run_1/met3.png
Bar = 50 um.
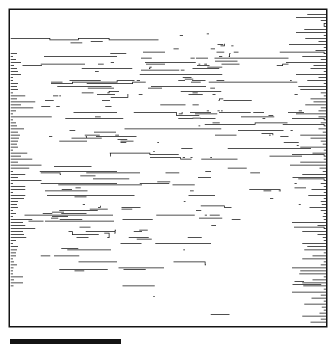
run_1/final_congestion.png
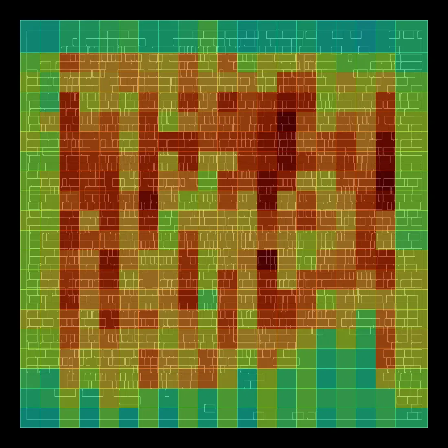
run_1/registers.png
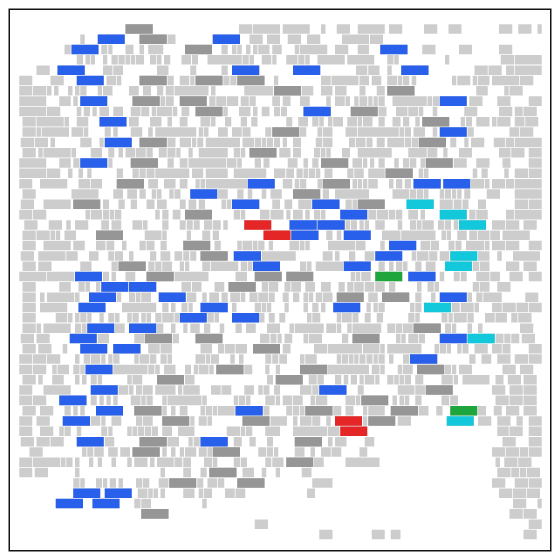
==> config.mk <==
export PLATFORM = sky130hd
export DESIGN_NAME = mmio_bridge
export DESIGN_NICKNAME = d
export VERILOG_FILES = /design/src/rtl/mmio_bridge.sv
export SDC_FILE = /design/constraint.sdc
export NUM_CORES = 1
export LEC_CHECK = 0
export CAP_MARGIN = 40
export CORE_MARGIN = 2
export CORE_UTILIZATION = 46
export DETAILED_ROUTE_END_ITERATION = 8
export GPL_TIMING_DRIVEN = 1
export PLACE_DENSITY = 0.75
export SLEW_MARGIN = 25
export SYNTH_ARGS = -nofsm -noshare
export SYNTH_HDL_FRONTEND = slang
export SYNTH_SLANG_ARGS = --single-unit
==> constraint.sdc <==
create_clock -name clk -period 4.4 [get_ports clk]
set_input_delay 0.88 -clock clk [delete_from_list [all_inputs] [get_ports clk]]
set_output_delay 0.88 -clock clk [all_outputs]
set_load 0.05 [all_outputs]
==> flow_summary.ini, run 1 <==
; implementation run metrics
[synthesis]
synth_area_per_cell_sq_um = 7.367
area_leaders = dfxtp_1 (32%), nand2_1 (11%), a21oi_1 (7.1%), buf_4 (6.0%), a22oi_1 (5.7%)
synth_warnings = 0
yosysCellCount = 1195
top_cell = nand2_1
async_reset_ff_share_pct = 0
netlist_instances = 1195
ys_types = 71

[final_layout]
buffer_area_share_pct = 23.05
ff_count = 142
logic_gates = 885
seq-cell-share_pct = 24.82
logic_area_sq_um = 5045

[timing]
final-hold-violation-count = 0
period_needed_ns = 3.947
drv_slew = 0
max-slew-margin-rel_pct = 40.22

[placement]
dp_slack_ns = 0.5090
dpl-instance-area_sq_um = 10830

[detailed_routing]
wl_met1_um = 13210

[floorplanning]
core_area_sq_um = 18770
tapCellCount = 234

[clocking]
cts_tree = done
h-tree-depth = 4
ctsResizeCount = 0
postCtsSetupRepairBufs = 0
numCtsBuffers = 17
clk_pin_slew_ns = 0.06

[power_and_ir_drop]
vdd_drop_max_mv = 0.3051
maxPowerGroup = clock
total_leakage_power_nw = 3.832

[critical_path]
critPathKind = in2out
cp-end-kind = output pin

[global_route]
antenna_found_initial = 0
grt_pass1_wl_um = 50980
grt_max_degree = 57
grt_pass1_vias = 9103

[outcome]
status = finished clean
Back to the opening pictures, met3.png:
longest straight run = 43.2 um
nets with wire on the layer = 308
main direction = horizontal
wire length on this layer = 3000 um
via count: 9757
M3 GR Usage: 5.754%
final WL: 33370 um

Back to the opening pictures, final_congestion.png:
met1 GRT Util: 40.26%
Total Routing Usage GR: 32.36%
final core utilization: 61.03%
global route hottest layer: met2
Avg WL per Cell: 21.82 um

Back to the opening pictures, registers.png:
green -> g_tc.u_tc.irq_flag  # sequential cells 2
cyan -> g_tc.u_tc.ctrl  # sequential cells 8, where right middle
red -> g_tc.u_tc.state  # sequential cells 4
blue -> g_tc.u_tc.preset  # sequential cells 64, where all over the die
P_seq: 1.29 mW
FF/Latch Area: 2843 sq um

==> run 2, diff against run 1 <==
- CORE_UTILIZATION: 46 -> 30
- PLACE_DENSITY: 0.75 -> not set
- SLEW_MARGIN: 25 -> 10
run_2/final_congestion.png
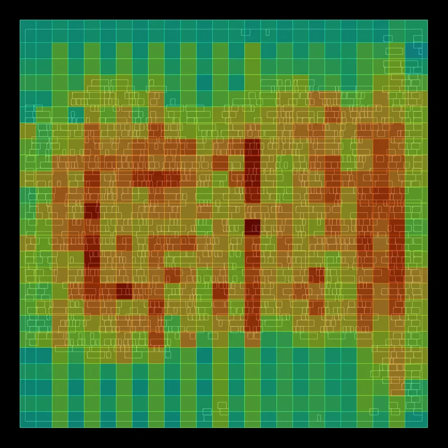
met1 GRT Util: 30.60%
M3 GR Usage: 5.216%
Total Routing Usage GR: 22.55%
Avg WL per Cell: 21.24 um

==> flow_summary.ini, run 2 <==
; implementation run metrics
[synthesis]
async_reset_ff_share_pct = 0
area_leaders = dfxtp_1 (32%), nand2_1 (11%), a21oi_1 (7.1%), buf_4 (6.0%), a22oi_1 (5.7%)
yosys.area.top_type_share_pct = 32.29
synth_warnings = 0
ys_types = 71

[power_and_ir_drop]
p_int_mw = 2.374
powerSeq_mw = 1.29
vdd_drop_max_mv = 0.2162
maxPowerGroup = clock
total_leakage_power_nw = 3.816

[clocking]
clk_pin_slew_ns = 0.06
h-tree-depth = 4
postCtsSetupRepairBufs = 0
ctsResizeCount = 0
numCtsBuffers = 17

[final_layout]
final_util_pct = 40.44
seq_area_sq_um = 2843
logic_area_sq_um = 5040
ff_count = 142
drive_above_1_share_pct = 9.450
buffer_area_share_pct = 22.58
logic_gates = 885
seq-cell-share_pct = 24.43

[global_route]
grt_max_degree = 65
antenna_found_initial = 0
top_usage_layer = met2
grt_pass1_wl_um = 53640

[timing]
period_needed_ns = 4.018
drv_slew = 0
max-slew-margin-rel_pct = 40.37
final-hold-violation-count = 0

[floorplanning]
tapCellCount = 384
core_area_sq_um = 28780

[detailed_routing]
num_vias = 9688
wl_um = 35580

[outcome]
status = finished clean

[placement]
dp_slack_ns = 0.3816
dpl-instance-area_sq_um = 11020
==> run 3, diff against run 2 <==
- CAP_MARGIN: 40 -> not set
run_3/registers.png
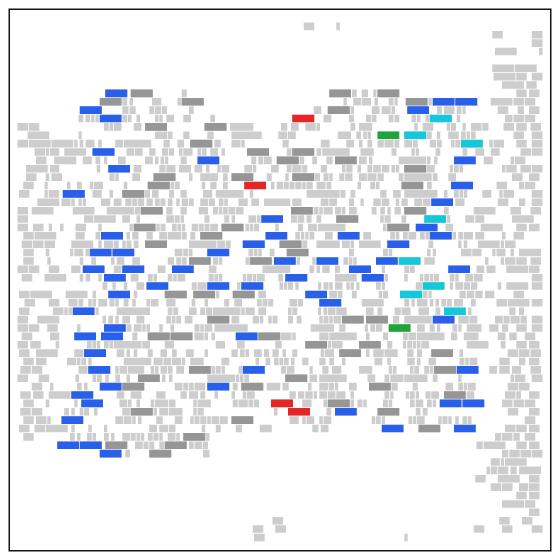
blue -> g_tc.u_tc.preset  # sequential cells 64
cyan -> g_tc.u_tc.ctrl  # sequential cells 8, where right middle
red -> g_tc.u_tc.state  # sequential cells 4
green -> g_tc.u_tc.irq_flag  # sequential cells 2
not colored = 64
flop share of the area: 24.43%
final core utilization: 40.44%

==> flow_summary.ini, run 3 <==
; implementation run metrics
[synthesis]
synth_warnings = 0
area_leaders = dfxtp_1 (32%), nand2_1 (11%), a21oi_1 (7.1%), buf_4 (6.0%), a22oi_1 (5.7%)
yosys.area.top_type_share_pct = 32.29
ys_types = 71
async_reset_ff_share_pct = 0

[global_route]
met1_usage_pct = 30.60
antenna_found_initial = 0
grt_pass1_wl_um = 53640
gr-usage-all-layers_pct = 22.55
grt_max_degree = 65

[timing]
drv_slew = 0
period_needed_ns = 4.018
max-slew-margin-rel_pct = 40.37
final-hold-violation-count = 0

[final_layout]
comb-cell-share_pct = 43.31
logic_area_sq_um = 5040
buffer_area_share_pct = 22.58
nFillCells = 2943
ff_count = 142
logic_gates = 885
lay_top_cells = nand2_1 (248), clkdlybuf4s50_1 (162), dfxtp_1 (142), a21oi_1 (124), nor2_1 (68)
drive_above_1_share_pct = 9.450
seq_area_sq_um = 2843

[placement]
portBuffers = 200
dpl-instance-area_sq_um = 11020

[floorplanning]
core_area_sq_um = 28780
tapCellCount = 384
fp_util_pct = 30.59

[outcome]
status = finished clean

[clocking]
clk_pin_slew_ns = 0.06
clock_latency_ns = 0.43

[detailed_routing]
wire_per_inst_um = 21.24
num_vias = 9688
wl_um = 35580

[critical_path]
cp_common_cell = nand4_1
cp_data_required_time_ns = 3.52

[power_and_ir_drop]
total_leakage_power_nw = 3.816
vdd_drop_max_mv = 0.2162
powerSeq_mw = 1.29
maxPowerGroup = clock
p_int_mw = 2.374

[worst_hold_path]
holdPathStages = 2

==> layout pictures side by side <==
Logic cells by family.
(a)
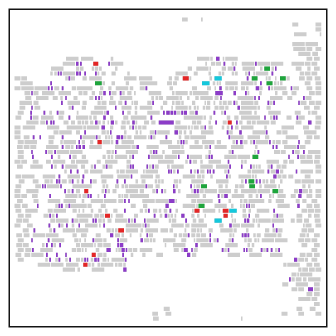
(b)
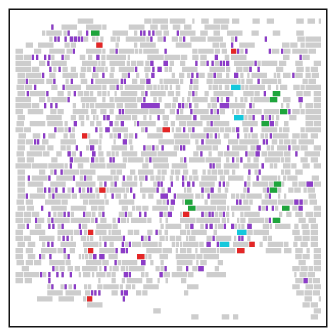
- (a) = run 3
- (b) = run 1

No activity file was given, so power comes from the tool's default toggle rates.
